===== src/rtl/char_sprite_fetch_pkg.sv =====
`default_nettype none
// ============================================================================
// Module   : sprite_pkg
// Purpose  : Shared constants and types for the character sprite read path.
//            Holds the sprite geometry, the ROM address width, the blink
//            timing defaults, the flash FSM state enum and the raster
//            coordinate type.
// Revision : 1.0 - initial release
// ============================================================================
package sprite_pkg;

    // Character sprite geometry. CHAR_SPRITE_W is also the ROM row stride.
    localparam int CHAR_SPRITE_W     = 41;
    localparam int CHAR_SPRITE_H     = 65;
    // Last address is 41*65-1 = 2664, which needs 12 bits.
    localparam int CHAR_ADDR_W       = 12;

    // Blink sequence defaults.
    localparam int CHAR_FLASH_FRAMES = 32;
    localparam int CHAR_BLINK_LOG2   = 2;

    // Flash FSM states.
    typedef enum logic [0:0] {
        IDLE  = 1'b0,
        FLASH = 1'b1
    } flash_state_t;

    // VGA raster coordinate.
    typedef logic [9:0] coord_t;

    // Frame counter width. Always at least one bit, even when the blink
    // lasts only a single frame.
    function automatic int cnt_width(input int frames);
        return (frames > 1) ? $clog2(frames) : 1;
    endfunction

endpackage
`default_nettype wire


===== src/rtl/char_sprite_fetch_if.sv =====
`default_nettype none
// ============================================================================
// Module   : char_sprite_fetch_if
// Purpose  : Read bus between the sprite fetch logic and the sprite ROM.
//            The fetch side presents an address and a valid flag. The ROM
//            returns the pixel colour and its non-transparent flag
//            combinationally for that address.
// Ports    : Player_address - ROM address (fetch -> ROM)
//            addr_valid     - raster inside the sprite box (fetch -> ROM)
//            pixel_on_in    - ROM non-transparent flag (ROM -> fetch)
//            pixel_in       - ROM RGB value (ROM -> fetch)
// Revision : 1.0 - initial release
// ============================================================================
interface char_sprite_fetch_if
    import sprite_pkg::*;
#(
    parameter int ADDR_W = CHAR_ADDR_W
);

    logic [ADDR_W-1:0] Player_address;
    logic              addr_valid;
    logic              pixel_on_in;
    logic [23:0]       pixel_in;

    // Fetch side: drives the address and samples the ROM data.
    modport master (
        output Player_address,
        output addr_valid,
        input  pixel_on_in,
        input  pixel_in
    );

    // ROM side: samples the address and returns the data.
    modport slave (
        input  Player_address,
        input  addr_valid,
        output pixel_on_in,
        output pixel_in
    );

endinterface
`default_nettype wire


===== src/rtl/char_sprite_fetch_flash_fsm.sv =====
`default_nettype none
// ============================================================================
// Module   : sprite_flash_fsm
// Purpose  : Hit-flash (invulnerability blink) controller. A hit starts a
//            blink lasting FLASH_FRAMES frames. The sprite is visible for
//            2**BLINK_LOG2 frames, then hidden for the same number, and so
//            on. A hit during a blink restarts it.
// Ports    : Clk         - system clock
//            Reset_n     - asynchronous active-low reset
//            frame_start - one-cycle pulse at start of vertical blank
//            hit         - one-cycle pulse, character struck
//            visible     - sprite may be drawn this frame
//            flashing    - blink sequence active (registered)
// Revision : 1.0 - initial release
// ============================================================================
module sprite_flash_fsm
    import sprite_pkg::*;
#(
    parameter int FLASH_FRAMES = CHAR_FLASH_FRAMES,
    parameter int BLINK_LOG2   = CHAR_BLINK_LOG2
) (
    input  wire logic Clk,
    input  wire logic Reset_n,
    input  wire logic frame_start,
    input  wire logic hit,
    output logic      visible,
    output logic      flashing
);

    localparam int         CNT_W    = cnt_width(FLASH_FRAMES);
    localparam logic [0:0] ST_IDLE  = IDLE;
    localparam logic [0:0] ST_FLASH = FLASH;
    localparam logic [CNT_W-1:0] c_LAST_FRAME = CNT_W'(FLASH_FRAMES - 1);

    logic [0:0]       r_state;
    logic [0:0]       w_state_nxt;
    logic [CNT_W-1:0] r_cnt;
    logic [CNT_W-1:0] w_cnt_nxt;
    logic             r_flashing;

    // A hit takes priority over frame_start. A hit in the same cycle as
    // frame_start therefore restarts the blink instead of advancing it.
    always_comb begin
        w_state_nxt = r_state;
        w_cnt_nxt   = r_cnt;
        if (hit) begin
            w_state_nxt = ST_FLASH;
            w_cnt_nxt   = '0;
        end else if ((r_state == ST_FLASH) && frame_start) begin
            if (r_cnt == c_LAST_FRAME) begin
                w_state_nxt = ST_IDLE;
                w_cnt_nxt   = '0;
            end else begin
                w_cnt_nxt   = r_cnt + 1'b1;
            end
        end
    end

    always_ff @(posedge Clk or negedge Reset_n) begin
        if (!Reset_n) begin
            r_state    <= ST_IDLE;
            r_cnt      <= '0;
            r_flashing <= 1'b0;
        end else begin
            r_state    <= w_state_nxt;
            r_cnt      <= w_cnt_nxt;
            r_flashing <= (w_state_nxt == ST_FLASH);
        end
    end

    // The blink starts with a visible phase because cnt starts at 0.
    assign visible  = (r_state == ST_IDLE) || (r_cnt[BLINK_LOG2] == 1'b0);
    assign flashing = r_flashing;

endmodule
`default_nettype wire


===== src/rtl/char_sprite_fetch.sv =====
`default_nettype none
// ============================================================================
// Module   : char_sprite_fetch
// Purpose  : Read-side driver of the character sprite ROM. Converts the VGA
//            raster coordinate into a sprite ROM address (stage 1). Turns
//            the ROM's combinational pixel and transparency flag into a
//            registered draw output (stage 2). Latches the character
//            position at frame start so the sprite never tears, and hosts
//            the hit-flash controller.
// Ports    : Clk, Reset_n      - clock, asynchronous active-low reset
//            pixel_ce          - pixel clock enable for the pipeline
//            frame_start       - start of vertical blank pulse
//            DrawX, DrawY      - current raster position
//            PosX_in, PosY_in  - live sprite top-left position
//            facing_left_in    - live horizontal mirror flag
//            hit               - character struck pulse
//            rom               - sprite ROM read bus (master side)
//            draw_on           - draw the sprite pixel this slot
//            draw_pixel        - RGB to draw, aligned with draw_on
//            flashing          - blink sequence active
// Revision : 1.0 - initial release
// ============================================================================
module char_sprite_fetch
    import sprite_pkg::*;
#(
    parameter int SPRITE_W     = CHAR_SPRITE_W,
    parameter int SPRITE_H     = CHAR_SPRITE_H,
    parameter int ADDR_W       = CHAR_ADDR_W,
    parameter int FLASH_FRAMES = CHAR_FLASH_FRAMES,
    parameter int BLINK_LOG2   = CHAR_BLINK_LOG2
) (
    input  wire logic          Clk,
    input  wire logic          Reset_n,
    input  wire logic          pixel_ce,
    input  wire logic          frame_start,
    input  wire coord_t        DrawX,
    input  wire coord_t        DrawY,
    input  wire coord_t        PosX_in,
    input  wire coord_t        PosY_in,
    input  wire logic          facing_left_in,
    input  wire logic          hit,
    char_sprite_fetch_if.master rom,
    output logic               draw_on,
    output logic [23:0]        draw_pixel,
    output logic               flashing
);

    // Position and facing, frozen for the whole frame.
    coord_t            r_pos_x;
    coord_t            r_pos_y;
    logic              r_facing;

    // Stage 1: address generation.
    logic [10:0]       w_rel_x;
    logic [10:0]       w_rel_y;
    logic [10:0]       w_col;
    logic              w_inside;
    logic [ADDR_W-1:0] w_addr;
    logic [ADDR_W-1:0] r_addr;
    logic              r_valid;

    // Stage 2: draw decision.
    logic              r_draw_on;
    logic [23:0]       r_draw_px;
    logic              w_draw;

    logic              w_visible;

    // ------------------------------------------------------------------
    // Position latch. Independent of pixel_ce so that a frame_start
    // pulse is never missed.
    // ------------------------------------------------------------------
    always_ff @(posedge Clk or negedge Reset_n) begin
        if (!Reset_n) begin
            r_pos_x  <= '0;
            r_pos_y  <= '0;
            r_facing <= 1'b0;
        end else if (frame_start) begin
            r_pos_x  <= PosX_in;
            r_pos_y  <= PosY_in;
            r_facing <= facing_left_in;
        end
    end

    // ------------------------------------------------------------------
    // Stage 1 combinational address. The subtraction is one bit wider
    // than the coordinates so that a raster left of or above the sprite
    // yields a negative value. The explicit >= tests reject that case, so
    // the < bounds below only ever see non-negative values. Each row is
    // bounded on its own, so a sprite hanging off the right edge never
    // wraps into the next row.
    // ------------------------------------------------------------------
    assign w_rel_x  = {1'b0, DrawX} - {1'b0, r_pos_x};
    assign w_rel_y  = {1'b0, DrawY} - {1'b0, r_pos_y};
    assign w_inside = (DrawX >= r_pos_x) && (w_rel_x < 11'(SPRITE_W)) &&
                      (DrawY >= r_pos_y) && (w_rel_y < 11'(SPRITE_H));
    assign w_col    = r_facing ? (11'(SPRITE_W - 1) - w_rel_x) : w_rel_x;
    // Row-major address, computed modulo 2**ADDR_W.
    assign w_addr   = ADDR_W'(w_rel_y) * ADDR_W'(SPRITE_W) + ADDR_W'(w_col);

    always_ff @(posedge Clk or negedge Reset_n) begin
        if (!Reset_n) begin
            r_addr  <= '0;
            r_valid <= 1'b0;
        end else if (pixel_ce) begin
            r_addr  <= w_inside ? w_addr : '0;
            r_valid <= w_inside;
        end
    end

    assign rom.Player_address = r_addr;
    assign rom.addr_valid     = r_valid;

    // ------------------------------------------------------------------
    // Stage 2. The ROM answers combinationally for r_addr, so its data
    // is already aligned with r_valid here.
    // ------------------------------------------------------------------
    assign w_draw = r_valid && rom.pixel_on_in && w_visible;

    always_ff @(posedge Clk or negedge Reset_n) begin
        if (!Reset_n) begin
            r_draw_on <= 1'b0;
            r_draw_px <= '0;
        end else if (pixel_ce) begin
            r_draw_on <= w_draw;
            r_draw_px <= w_draw ? rom.pixel_in : 24'h000000;
        end
    end

    assign draw_on    = r_draw_on;
    assign draw_pixel = r_draw_px;

    // ------------------------------------------------------------------
    // Hit-flash controller.
    // ------------------------------------------------------------------
    sprite_flash_fsm #(
        .FLASH_FRAMES (FLASH_FRAMES),
        .BLINK_LOG2   (BLINK_LOG2)
    ) u_flash_fsm (
        .Clk         (Clk),
        .Reset_n     (Reset_n),
        .frame_start (frame_start),
        .hit         (hit),
        .visible     (w_visible),
        .flashing    (flashing)
    );

endmodule
`default_nettype wire


===== src/flat_wrapper.sv =====
// flat-port wrapper written by rule: the top's interface ports become plain ports
module char_sprite_fetch_flat import sprite_pkg::*;
#(
    parameter int SPRITE_W     = CHAR_SPRITE_W,
    parameter int SPRITE_H     = CHAR_SPRITE_H,
    parameter int ADDR_W       = CHAR_ADDR_W,
    parameter int FLASH_FRAMES = CHAR_FLASH_FRAMES,
    parameter int BLINK_LOG2   = CHAR_BLINK_LOG2
)
  (Clk, Reset_n, pixel_ce, frame_start, DrawX, DrawY, PosX_in, PosY_in, facing_left_in, hit, draw_on, draw_pixel, flashing, rom_Player_address, rom_addr_valid, rom_pixel_on_in, rom_pixel_in);
  char_sprite_fetch_if #(.ADDR_W(ADDR_W)) rom_i ();
  input  wire logic Clk;
  input  wire logic Reset_n;
  input  wire logic pixel_ce;
  input  wire logic frame_start;
  input  wire coord_t DrawX;
  input  wire coord_t DrawY;
  input  wire coord_t PosX_in;
  input  wire coord_t PosY_in;
  input  wire logic facing_left_in;
  input  wire logic hit;
  output logic draw_on;
  output logic [23:0] draw_pixel;
  output logic flashing;
  output wire logic [$bits(rom_i.Player_address)-1:0] rom_Player_address;
  output wire logic [$bits(rom_i.addr_valid)-1:0] rom_addr_valid;
  input wire logic [$bits(rom_i.pixel_on_in)-1:0] rom_pixel_on_in;
  input wire logic [$bits(rom_i.pixel_in)-1:0] rom_pixel_in;
  assign rom_Player_address = rom_i.Player_address;
  assign rom_addr_valid = rom_i.addr_valid;
  assign rom_i.pixel_on_in = rom_pixel_on_in;
  assign rom_i.pixel_in = rom_pixel_in;
  char_sprite_fetch #(.SPRITE_W(SPRITE_W), .SPRITE_H(SPRITE_H), .ADDR_W(ADDR_W), .FLASH_FRAMES(FLASH_FRAMES), .BLINK_LOG2(BLINK_LOG2)) u_core (.Clk(Clk), .Reset_n(Reset_n), .pixel_ce(pixel_ce), .frame_start(frame_start), .DrawX(DrawX), .DrawY(DrawY), .PosX_in(PosX_in), .PosY_in(PosY_in), .facing_left_in(facing_left_in), .hit(hit), .rom(rom_i), .draw_on(draw_on), .draw_pixel(draw_pixel), .flashing(flashing));
endmodule

===== config.mk =====
export PLATFORM = sky130hd
export DESIGN_NAME = char_sprite_fetch_flat
export DESIGN_NICKNAME = d
export VERILOG_FILES = /design/src/rtl/char_sprite_fetch_pkg.sv /design/src/rtl/char_sprite_fetch_if.sv /design/src/rtl/char_sprite_fetch_flash_fsm.sv /design/src/rtl/char_sprite_fetch.sv /design/src/flat_wrapper.sv
export SDC_FILE = /design/constraint.sdc
export NUM_CORES = 1
export LEC_CHECK = 0
export ABC_AREA = 0
export CORE_MARGIN = 1
export CORE_UTILIZATION = 35
export DETAILED_ROUTE_END_ITERATION = 8
export PLACE_DENSITY = 0.66
export SKIP_LAST_GASP = 1
export SYNTH_ARGS = -nofsm -noshare
export SYNTH_HDL_FRONTEND = slang
export SYNTH_SLANG_ARGS = --single-unit

===== constraint.sdc =====
create_clock -name Clk -period 4.45 [get_ports Clk]
set_input_delay 0.89 -clock Clk [delete_from_list [all_inputs] [get_ports Clk]]
set_output_delay 0.89 -clock Clk [all_outputs]
set_load 0.01 [all_outputs]

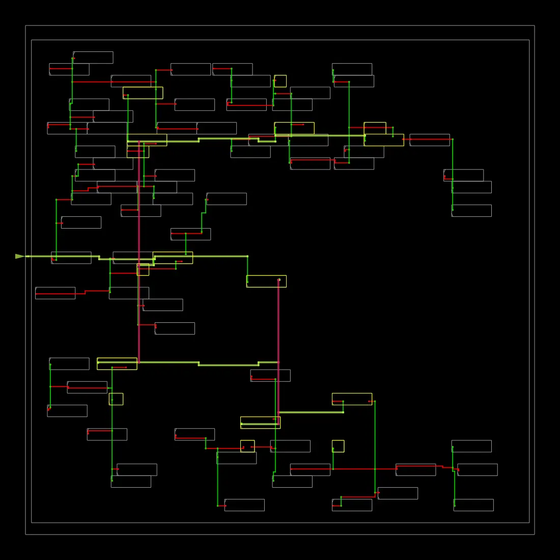
clocks.png
clock group power: 0.678 mW
number of flip-flops and latches: 65
final setup skew: 4.42 ps
number of clock buffers inserted by TritonCTS: 9
CTS Sinks: 65

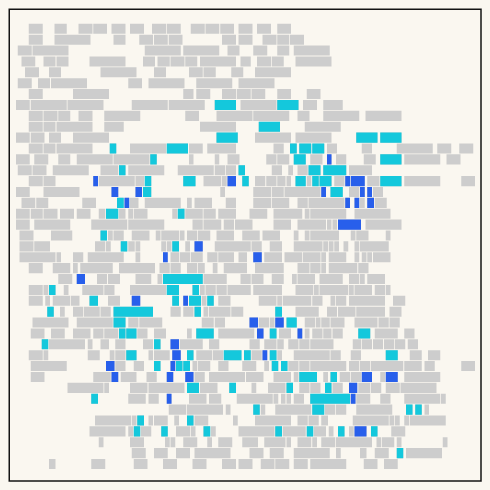
logic_types.png
Drawn at 4 px/um.
Key: nor cells = blue [cells 39]; aoi and oai cells = cyan [cells 87]

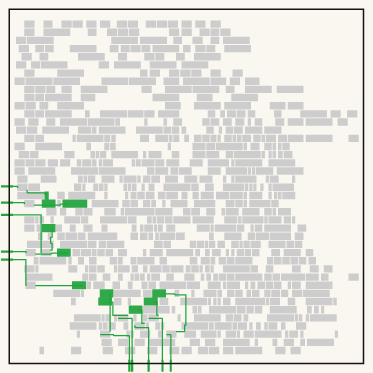
io_fan.png
Drawn at 3 px/um.
Key: DrawX = green [bits 10, direction input, edge 5 left, 5 bottom, end cells 11, wire 247 um]
top-level I/O count: 110
tally of buffers added on design ports: 109

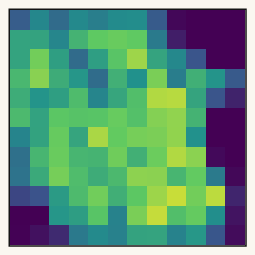
cell_density.png
Drawn at 2 px/um. 12 x 12 tiles, from dark purple (low) to yellow (high), 0 to 100% covered.
The emptiest ninth of the die: upper right. The fullest tile reaches 92%. 12% of the tiles are nearly empty. The mean over all tiles is 51%. 24% of the tiles are over 75% full.

==> summary.txt <==
Flow results follow.

The and-or/or-and share of the synthesized area is approximately a fifth. The buffer depth of the longest clock path is 2. The biggest cell delay along the critical path is 520 ps.

The least setup slack across all paths after layout is -62.1 ps. For this design, Yosys synthesis ends with a cell count of between 400 and 500. In the global route stage, met3 resource usage came out at 4.22%. The pin closest to its max-slew limit shows a slew of ~1100 ps. The simple-gate area share of the yosys netlist is 10.8%. The checks that failed: setup timing. Looking at area per cell type in the netlist, the leader is sky130_fd_sc_hd__dfrtp_1. In this run, post-CTS hold repair placed 0 buffers. Summing all flip-flop and latch instances after layout gives roughly 1600 sq um. In the final report, the number of pins over their slew limit comes to 0.

The first global-routing pass estimated about 20000 um of wire. The count of buffering cells on the critical path with inverters included is 3. The TritonCTS clock tree is done. Of all flip-flops after synthesis, the portion carrying an async set or reset was 100%. The flow ran to the end, but the final reports show violations. The max-cap violation count is 0. Per the post-synthesis stats, the area per cell is between 9 and 10 sq um. For the worst setup path, the data required time is ~4700 ps.

The number of logged tool warnings is 29. The count of clock-net buffers in the final layout is 11. The number of standard cells in the final layout excluding fillers is 846.

The power report lists the sequential group at between 0.6 and 0.7 mW. The largest fanout on the critical path is 3. The fraction of met2 tracks used by global routing is approximately 32%. The floorplan core density is 36.5%.

The number of inserted diodes is 0. Per the breakdown, switching nets consume 41.2% of all power. Entering global routing, the biggest net connects around 44 pins.

The clock reaches the later pin of the worst-skew pair after 330 ps. The commonest register cell is sky130_fd_sc_hd__dfrtp_1. Per the post-route antenna check, the number of violating nets is 0. Looking at the clock tree report, the root buffer type is sky130_fd_sc_hd__clkbuf_16. Looking at the power breakdown, sequential logic takes 12.6% of the total. The element type at the critical path end is a flip-flop.

The most common logic cells in the final layout are 101 x sky130_fd_sc_hd__clkdlybuf4s50_1, 85 x sky130_fd_sc_hd__buf_4, 65 x sky130_fd_sc_hd__dfrtp_1, 50 x sky130_fd_sc_hd__inv_1. The largest cell class by area is multi-input combinational cells. The highest metal layer with signal wires is met4. The critical path is of the primary input to flip-flop type. Per the placement report, the placed cell count is 822. The number of antenna violations at the first check in global routing was 0.

The group with the largest share of power is combinational logic. The combinational gate area is roughly 3200 sq um. STA classifies the critical path startpoint as a primary input. The end of the worst hold path is u_core.draw_on. The detailed-route wire length on metal 1 is 5190 um. The non-clock buffer area fraction after layout is around a quarter.

The post-synth count of flops with an enable pin is 0. The multi-input combinational cell count is roughly 340. The library cell used most frequently in the layout, excluding fill and tap cells, is sky130_fd_sc_hd__clkdlybuf4s50_1. The prevailing logic family in the synthesized netlist is AND-OR/OR-AND gates. The fraction of final cell area spent on clock buffers and inverters in this run is 4.04%. The smallest hold slack is about 480 ps. The overall track demand over capacity in global routing is a little under a fifth. In this run the vertical extent of the chip is about 120 um.

For this run, the post-layout net count is a little over 800. The number of buffers other than clock buffers in the final layout is around 190. The register bit count reported by yosys is 65. The overall die size recorded for this design is 13800 sq um. The number of hold violations in the final report is 0. The leftover overflow at the end of global routing is 0. The share of total power dissipated in the clock network is 13.8%. The final weighted congestion recorded by global placement is between 0.8 and 0.9. The largest vdd supply drop is 0.576 mV.

Yosys mapped the design onto ~55 distinct sky130hd cell types. The register with the most flip-flops in the layout has 24 of them. The clock period minus worst slack is 4510 ps. Per the layout report, the design carries 1142 filler cells. For this run, the detailed router's first-pass iteration total came to 4.

After synthesis the cells add up to 4680 sq um. Post-CTS timing repair inserted 7 buffers for setup. The area fraction in full adders, half adders and majority gates is roughly 20%.

The internal portion of total power is 2.89 mW. In the CTS report, the clock slew at the register clock pins of the worst setup and hold paths is listed as ~60 ps. STA puts the critical path data arrival time at ~4700 ps. The count of inverters not on the clock network in the layout is roughly 60.

Setup repair after global routing could not meet its margin everywhere. The synthesized netlist devotes under 10% of its cell area to XOR and XNOR gates. In this run the critical path is formed by clkdlybuf4s50_1 > inv_1 > ha_2 > inv_1 > fa_2 > a21o_4 > o2bb2ai_4 > o41ai_4 > xor2_1 > o21ai_1 > o31ai_2 > xnor2_1 > fa_1 > ha_4 > nand2_1 > o21ai_2 > xnor2_1 > o2bb2ai_1.

The static leakage is 3.33 nW. After legalization and detailed placement, the total HPWL measured ~9000 um. The initialized floorplan defines 41 standard-cell rows.

The multiplexer fraction of the synthesized cell area is 0.723%. Per the detail_route log, met3 wirelength is 456 um. The capturing instance or port of the critical path is u_core.rom.Player_address[11]. The end-of-flow timing check tallies setup violations at 3. STA reports a reg2reg setup slack of between 200 and 250 ps. The path length in cells of the critical path is 18. The headroom to the max-slew limit is between 20 and 30%. The fraction of layout instances using a drive strength above 1 is approximately 28%. The number of nets handed over by synthesis was 615. Based on the critical path, the design can be clocked at up to 222 MHz. Of the available clock period, the critical path in the final layout requires 101%.

In this run, post-CTS repair resized a total of approximately 54 instances. The post-detailed-route via-to-cell ratio is slightly below 5. The number of instances on the worst hold path is 1. In the synthesized netlist, the number of instances is 476. Of the synthesized area, sequential elements account for a little over a third. Summing internal, switching and leakage power gives roughly 5 mW. The total core area is around 13000 sq um. The routed wire length is roughly 12000 um. Looking at the global route congestion table, the highest-usage layer is met2. Combinational power for this build is between 3 and 4 mW. The via total after detailed routing is 4070.

Yosys instantiated no cell more often than sky130_fd_sc_hd__dfrtp_1. The synthesis log from Yosys contains 0 warnings. The post-detailed-route DRC marker count is 0. The number of well-tap cells placed is around 170. Per the OpenROAD power report, switching power amounts to between 2 and 2.5 mW. The area fraction of the largest cell type after synthesis is 34.8%. The average wire per standard cell is between 10 and 15 um. The launch point of the worst reg-to-reg path is u_core.r_pos_y[0]. The via count of the first global-routing pass was between 4000 and 5000. Per the layout area report, the sequential fraction of cell area is 22.4%. The fraction of standard cell area in multi-input logic is a little over two fifths. The most critical min-delay path falls under flip-flop to flip-flop. Per the detail_route log, met2 wirelength is around 5800 um.

The number of cell instances on the worst register-to-register path is 19. The total cell area at the placement stage is roughly 6600 sq um.
No activity file was given, so power comes from the tool's default toggle rates.
